==> config.mk <==
export PLATFORM = sky130hd
export DESIGN_NAME = coalescing_store_buffer_flat
export DESIGN_NICKNAME = d
export VERILOG_FILES = /design/src/rtl/coalescing_store_buffer_if.sv /design/src/rtl/coalescing_store_buffer.sv /design/src/flat_wrapper.sv
export SDC_FILE = /design/constraint.sdc
export NUM_CORES = 2
export LEC_CHECK = 0
export ABC_CLOCK_PERIOD_IN_PS = 8100
export CAP_MARGIN = 5
export CELL_PAD_IN_SITES_DETAIL_PLACEMENT = 2
export CELL_PAD_IN_SITES_GLOBAL_PLACEMENT = 2
export CORE_MARGIN = 2
export CORE_UTILIZATION = 40
export CTS_BUF_LIST = sky130_fd_sc_hd__clkbuf_4 sky130_fd_sc_hd__clkbuf_8
export CTS_CLUSTER_SIZE = 12
export DETAILED_ROUTE_END_ITERATION = 8
export DONT_BUFFER_PORTS = 1
export PLACE_DENSITY_LB_ADDON = 0.3
export SYNTH_ARGS = -nofsm -noshare
export SYNTH_HDL_FRONTEND = slang
export SYNTH_SLANG_ARGS = --single-unit
export TNS_END_PERCENT = 50
==> constraint.sdc <==
create_clock -name clk -period 8.1 [get_ports clk]
set_clock_uncertainty 0.05 [all_clocks]
set_input_delay 1.215 -clock clk [delete_from_list [all_inputs] [get_ports clk]]
set_output_delay 1.215 -clock clk [all_outputs]
set_load 0.02 [all_outputs]
==> src/rtl/coalescing_store_buffer_if.sv <==
// Store, load-forward and memory-drain signals of the coalescing store buffer.
// The slave modport is the buffer; the master modport is its client.
interface coalescing_store_buffer_if #(
    parameter int DATA_BITS = 32,
    parameter int ADDR_BITS = 32,
    parameter int IDX_BITS  = 3
);
    logic                   flush;
    logic                   drain;
    logic                   wr_req;
    logic [ADDR_BITS-1:0]   wr_addr;
    logic [DATA_BITS-1:0]   wr_data;
    logic [DATA_BITS/8-1:0] wr_be;
    logic                   wr_ready;
    logic                   rd_req;
    logic [ADDR_BITS-1:0]   rd_addr;
    logic [DATA_BITS-1:0]   rd_data;
    logic [DATA_BITS/8-1:0] rd_be;
    logic                   rd_hit;
    logic                   rd_partial;
    logic                   mem_req;
    logic [ADDR_BITS-1:0]   mem_addr;
    logic [DATA_BITS-1:0]   mem_data;
    logic [DATA_BITS/8-1:0] mem_be;
    logic                   mem_ack;
    logic [IDX_BITS:0]      count;
    logic                   full;
    logic                   empty;

    modport slave (
        input  flush, drain, wr_req, wr_addr, wr_data, wr_be,
        input  rd_req, rd_addr, mem_ack,
        output wr_ready, rd_data, rd_be, rd_hit, rd_partial,
        output mem_req, mem_addr, mem_data, mem_be,
        output count, full, empty
    );

    modport master (
        output flush, drain, wr_req, wr_addr, wr_data, wr_be,
        output rd_req, rd_addr, mem_ack,
        input  wr_ready, rd_data, rd_be, rd_hit, rd_partial,
        input  mem_req, mem_addr, mem_data, mem_be,
        input  count, full, empty
    );
endinterface

==> src/rtl/coalescing_store_buffer.sv <==
// Byte-masked circular store buffer: merges into the youngest entry,
// forwards bytes to loads, drains in order under a hold/issue policy.
module coalescing_store_buffer #(
    parameter int DATA_BITS    = 32,
    parameter int ADDR_BITS    = 32,
    parameter int SLOTS        = 8,
    parameter int IDX_BITS     = 3,
    parameter int COALESCE     = 1,
    parameter int DRAIN_THRESH = 4,
    parameter int MAX_AGE      = 15
) (
    input logic clk,
    input logic rst,
    coalescing_store_buffer_if.slave bus
);
    localparam int BE_BITS  = DATA_BITS / 8;
    localparam int LSB      = $clog2(BE_BITS);
    localparam int WA_BITS  = ADDR_BITS - LSB;
    localparam int AGE_BITS = $clog2(MAX_AGE + 2);
    localparam logic [IDX_BITS:0] CNT_FULL = (IDX_BITS + 1)'(SLOTS);
    localparam logic [IDX_BITS:0] CNT_THR  = (IDX_BITS + 1)'(DRAIN_THRESH);
    localparam logic [IDX_BITS:0] CNT_TWO  = (IDX_BITS + 1)'(2);
    localparam logic [AGE_BITS-1:0] AGE_LIM = AGE_BITS'(MAX_AGE);

    typedef enum logic {HOLD, ISSUE} state_t;

    logic [WA_BITS-1:0]   slotAddr [SLOTS];
    logic [DATA_BITS-1:0] slotData [SLOTS];
    logic [BE_BITS-1:0]   slotBe   [SLOTS];
    logic [SLOTS-1:0]     slotValid;

    logic [IDX_BITS-1:0] head;
    logic [IDX_BITS-1:0] tail;
    logic [IDX_BITS-1:0] youngest;
    logic [IDX_BITS-1:0] scan;
    logic [IDX_BITS:0]   count;
    logic [IDX_BITS:0]   nextCount;
    logic [AGE_BITS-1:0] age;
    state_t              state;
    logic                memReq;

    logic [WA_BITS-1:0]   wrWord;
    logic [WA_BITS-1:0]   rdWord;
    logic [DATA_BITS-1:0] fwdData;
    logic [BE_BITS-1:0]   fwdBe;
    logic coalesce;
    logic push;
    logic pop;
    logic ageHit;
    logic unusedLow;

    assign wrWord   = bus.wr_addr[ADDR_BITS-1:LSB];
    assign rdWord   = bus.rd_addr[ADDR_BITS-1:LSB];
    assign youngest = tail - IDX_BITS'(1);
    assign unusedLow = ^{bus.wr_addr[LSB-1:0], bus.rd_addr[LSB-1:0]};

    // count>=2 keeps the in-flight head out of reach of a merge
    assign coalesce = (COALESCE != 0) && bus.wr_req
                   && (count >= CNT_TWO)
                   && slotValid[youngest]
                   && (slotAddr[youngest] == wrWord);
    assign push = bus.wr_req && !coalesce
               && (count != CNT_FULL) && !bus.flush;
    assign pop  = memReq && bus.mem_ack && !bus.flush;
    assign nextCount = count + (IDX_BITS + 1)'(push)
                             - (IDX_BITS + 1)'(pop);
    assign ageHit = (MAX_AGE != 0) && (age == AGE_LIM);

    assign bus.wr_ready = coalesce || (count != CNT_FULL);
    assign bus.count    = count;
    assign bus.full     = (count == CNT_FULL);
    assign bus.empty    = (count == '0);
    assign bus.mem_req  = memReq;
    assign bus.mem_addr = {slotAddr[head], {LSB{1'b0}}};
    assign bus.mem_data = slotData[head];
    assign bus.mem_be   = slotBe[head];

    // Oldest to youngest scan; later matches overwrite, so youngest wins
    always_comb begin
        fwdData = '0;
        fwdBe   = '0;
        scan    = head;
        for (int i = 0; i < SLOTS; i++) begin
            scan = head + IDX_BITS'(i);
            if (bus.rd_req && slotValid[scan]
                && (slotAddr[scan] == rdWord)) begin
                for (int b = 0; b < BE_BITS; b++) begin
                    if (slotBe[scan][b]) begin
                        fwdData[b*8 +: 8] = slotData[scan][b*8 +: 8];
                        fwdBe[b] = 1'b1;
                    end
                end
            end
        end
    end

    assign bus.rd_data    = fwdData;
    assign bus.rd_be      = fwdBe;
    assign bus.rd_hit     = &fwdBe;
    assign bus.rd_partial = (|fwdBe) && !(&fwdBe);

    // Entry payload: merge into the youngest or write a fresh slot at tail
    always_ff @(posedge clk) begin
        for (int b = 0; b < BE_BITS; b++) begin
            if (coalesce && !bus.flush && bus.wr_be[b]) begin
                slotData[youngest][b*8 +: 8] <= bus.wr_data[b*8 +: 8];
                slotBe[youngest][b] <= 1'b1;
            end
            if (push) begin
                slotData[tail][b*8 +: 8] <=
                    bus.wr_be[b] ? bus.wr_data[b*8 +: 8] : 8'h00;
            end
        end
        if (push) begin
            slotAddr[tail] <= wrWord;
            slotBe[tail]   <= bus.wr_be;
        end
    end

    // Pointers, occupancy and the hold/issue drain FSM
    always_ff @(posedge clk) begin
        if (rst || bus.flush) begin
            head      <= '0;
            tail      <= '0;
            count     <= '0;
            slotValid <= '0;
            state     <= HOLD;
            memReq    <= 1'b0;
            age       <= '0;
        end else begin
            if (push) begin
                slotValid[tail] <= 1'b1;
                tail <= tail + IDX_BITS'(1);
            end
            if (pop) begin
                slotValid[head] <= 1'b0;
                head <= head + IDX_BITS'(1);
            end
            count <= nextCount;
            unique case (state)
                HOLD: begin
                    if (count == '0) begin
                        age <= '0;
                    end else if (count >= CNT_THR || bus.drain
                                 || ageHit) begin
                        state  <= ISSUE;
                        memReq <= 1'b1;
                    end else if (age != '1) begin
                        age <= age + AGE_BITS'(1);
                    end
                end
                ISSUE: begin
                    if (pop && (nextCount == '0
                        || (nextCount < CNT_THR && !bus.drain))) begin
                        state  <= HOLD;
                        memReq <= 1'b0;
                        age    <= '0;
                    end
                end
            endcase
        end
    end
endmodule

==> src/flat_wrapper.sv <==
// flat-port wrapper written by rule: the top's interface ports become plain ports
module coalescing_store_buffer_flat 
#(
    parameter int DATA_BITS    = 32,
    parameter int ADDR_BITS    = 32,
    parameter int SLOTS        = 8,
    parameter int IDX_BITS     = 3,
    parameter int COALESCE     = 1,
    parameter int DRAIN_THRESH = 4,
    parameter int MAX_AGE      = 15
)
  (clk, rst, bus_flush, bus_drain, bus_wr_req, bus_wr_addr, bus_wr_data, bus_wr_be, bus_rd_req, bus_rd_addr, bus_mem_ack, bus_wr_ready, bus_rd_data, bus_rd_be, bus_rd_hit, bus_rd_partial, bus_mem_req, bus_mem_addr, bus_mem_data, bus_mem_be, bus_count, bus_full, bus_empty);
  coalescing_store_buffer_if #(.DATA_BITS(DATA_BITS), .ADDR_BITS(ADDR_BITS), .IDX_BITS(IDX_BITS)) bus_i ();
  input logic clk;
  input logic rst;
  input wire logic [$bits(bus_i.flush)-1:0] bus_flush;
  input wire logic [$bits(bus_i.drain)-1:0] bus_drain;
  input wire logic [$bits(bus_i.wr_req)-1:0] bus_wr_req;
  input wire logic [$bits(bus_i.wr_addr)-1:0] bus_wr_addr;
  input wire logic [$bits(bus_i.wr_data)-1:0] bus_wr_data;
  input wire logic [$bits(bus_i.wr_be)-1:0] bus_wr_be;
  input wire logic [$bits(bus_i.rd_req)-1:0] bus_rd_req;
  input wire logic [$bits(bus_i.rd_addr)-1:0] bus_rd_addr;
  input wire logic [$bits(bus_i.mem_ack)-1:0] bus_mem_ack;
  output wire logic [$bits(bus_i.wr_ready)-1:0] bus_wr_ready;
  output wire logic [$bits(bus_i.rd_data)-1:0] bus_rd_data;
  output wire logic [$bits(bus_i.rd_be)-1:0] bus_rd_be;
  output wire logic [$bits(bus_i.rd_hit)-1:0] bus_rd_hit;
  output wire logic [$bits(bus_i.rd_partial)-1:0] bus_rd_partial;
  output wire logic [$bits(bus_i.mem_req)-1:0] bus_mem_req;
  output wire logic [$bits(bus_i.mem_addr)-1:0] bus_mem_addr;
  output wire logic [$bits(bus_i.mem_data)-1:0] bus_mem_data;
  output wire logic [$bits(bus_i.mem_be)-1:0] bus_mem_be;
  output wire logic [$bits(bus_i.count)-1:0] bus_count;
  output wire logic [$bits(bus_i.full)-1:0] bus_full;
  output wire logic [$bits(bus_i.empty)-1:0] bus_empty;
  assign bus_i.flush = bus_flush;
  assign bus_i.drain = bus_drain;
  assign bus_i.wr_req = bus_wr_req;
  assign bus_i.wr_addr = bus_wr_addr;
  assign bus_i.wr_data = bus_wr_data;
  assign bus_i.wr_be = bus_wr_be;
  assign bus_i.rd_req = bus_rd_req;
  assign bus_i.rd_addr = bus_rd_addr;
  assign bus_i.mem_ack = bus_mem_ack;
  assign bus_wr_ready = bus_i.wr_ready;
  assign bus_rd_data = bus_i.rd_data;
  assign bus_rd_be = bus_i.rd_be;
  assign bus_rd_hit = bus_i.rd_hit;
  assign bus_rd_partial = bus_i.rd_partial;
  assign bus_mem_req = bus_i.mem_req;
  assign bus_mem_addr = bus_i.mem_addr;
  assign bus_mem_data = bus_i.mem_data;
  assign bus_mem_be = bus_i.mem_be;
  assign bus_count = bus_i.count;
  assign bus_full = bus_i.full;
  assign bus_empty = bus_i.empty;
  coalescing_store_buffer #(.DATA_BITS(DATA_BITS), .ADDR_BITS(ADDR_BITS), .SLOTS(SLOTS), .IDX_BITS(IDX_BITS), .COALESCE(COALESCE), .DRAIN_THRESH(DRAIN_THRESH), .MAX_AGE(MAX_AGE)) u_core (.clk(clk), .rst(rst), .bus(bus_i));
endmodule
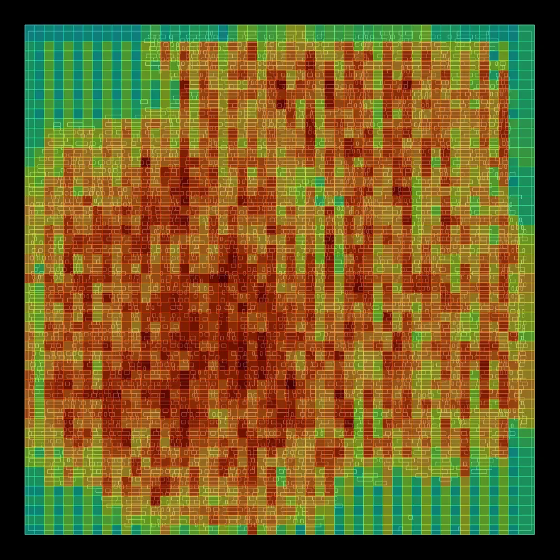
Fig. 1. Routing congestion.
post-DR wirelength/cell: 40.4 um
Total GRT Usage: 35.5%
Top Usage Layer GRT: met2
met3 Usage GRT: 7.76%
grt met1 use: 44.7%

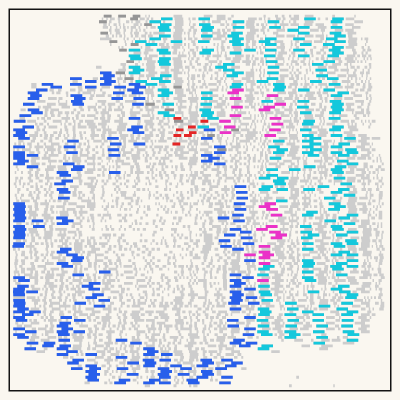
Fig. 2. Register map, names as in the netlist.
Other sequential cells in the stronger grey, the rest of the logic in the fainter grey.
[`u_core.slotAddr`] blue | flops: 240
[`u_core.slotValid`] red | flops: 8
[`u_core.slotData`] cyan | flops: 256
[`u_core.slotBe`] magenta | flops: 32
not coloured: 20

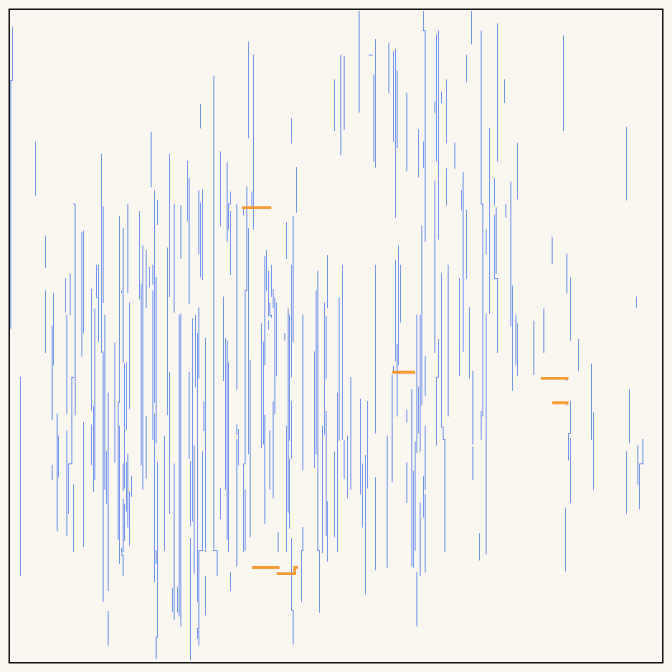
Fig. 3. Routed metal, one colour a layer.
Only two layers are drawn.
[metal 4] blue | wire length: 14,300 um
[metal 5] orange | wire length: 74.2 um

==> notes.md <==
run metrics: status=complete, but fails checks, failing checks=setup timing, Log Warnings=between 40 and 50, Layout area overhead=8.26%, Top Family by Delay on Critical Path=simple AND/OR/NAND/NOR gates, Filler Cell Count=12.7k, cts hold-fix bufs=0, syn avg cell area=12.3 um2, ys cells=4,206, largest class=logic gates, final hold vios=0, Tcrit/Tclk final=100%, utilization after layout=43.8%, Simple Share, Synth=between 10% and 20%, clk root buf=clkbuf_8, Worst EP required=6.84 ns, Setup crit end=bus_rd_data[28], Fin Hold WS=0.373 ns, layout cells sized above 1=29.2%, Latency at later pin=0.89 ns, worst min path class=in -> reg, # port buffers=0, final setup vio count=2, invs w/o clock=between 40 and 50, register share of total power=46.7%, CP bufs+invs=3, pre-CTS worst setup slack=0.690 ns, Clock power frac=45.7%, NetSw=1.77 mW, PwrDens=123 mW/mm2, CP arrival=approximately 6.9 ns, Cell Int Power=5.13 mW, main flop type=edfxtp_1, switch share=25.7%, die width=approximately 360 um, Clock Sinks=556, max_cap viols=0, asr flop ratio synth=0%, dpl cell area=between 0.05 and 0.06 mm2, Main logic family=multiplexers, post-route cell area=0.0560 mm2, Placer Congestion=1.01, Worst Tran Pin Value=approximately 1.2 ns, n_diodes=9, Worst path most repeated cell=buf_4, non-clk buf share=3.09%, post-route setup slack=-0.0306 ns
==> power groups by stage <==
stage	Clock, mW	Combinational (mW)	Sequential [mW]
floorplan	0	0.330	3.27
detailed placement	0	0.509	3.28
finish	3.15	0.524	3.23
CTS	3.20	0.513	3.22
global placement	0	0.498	3.28
global route	3.29	0.542	3.23
==> sequential cells by signal, summed over array words and instances, names as in the netlist, named ones only <==
signal,count
u_core.slotData,256
u_core.slotAddr,240
u_core.slotBe,32
u_core.slotValid,8
u_core.age,5
u_core.bus.count,4
u_core.head,3
u_core.tail,3
u_core.bus.mem_req,1
u_core.state,1
==> per-layer routing <==
layer / vias up / GRT usage [%] / wire length, um
li1: 17100 / - / -
met1: 23300 / 44.7 / 89600
met2: 2660 / 56.9 / 112000
met3: 601 / 7.76 / 22100
met4: 12 / 19.1 / 14300
met5: - / 0 / 74
Power figures rest on the tool's default switching activity, not on a simulated workload.
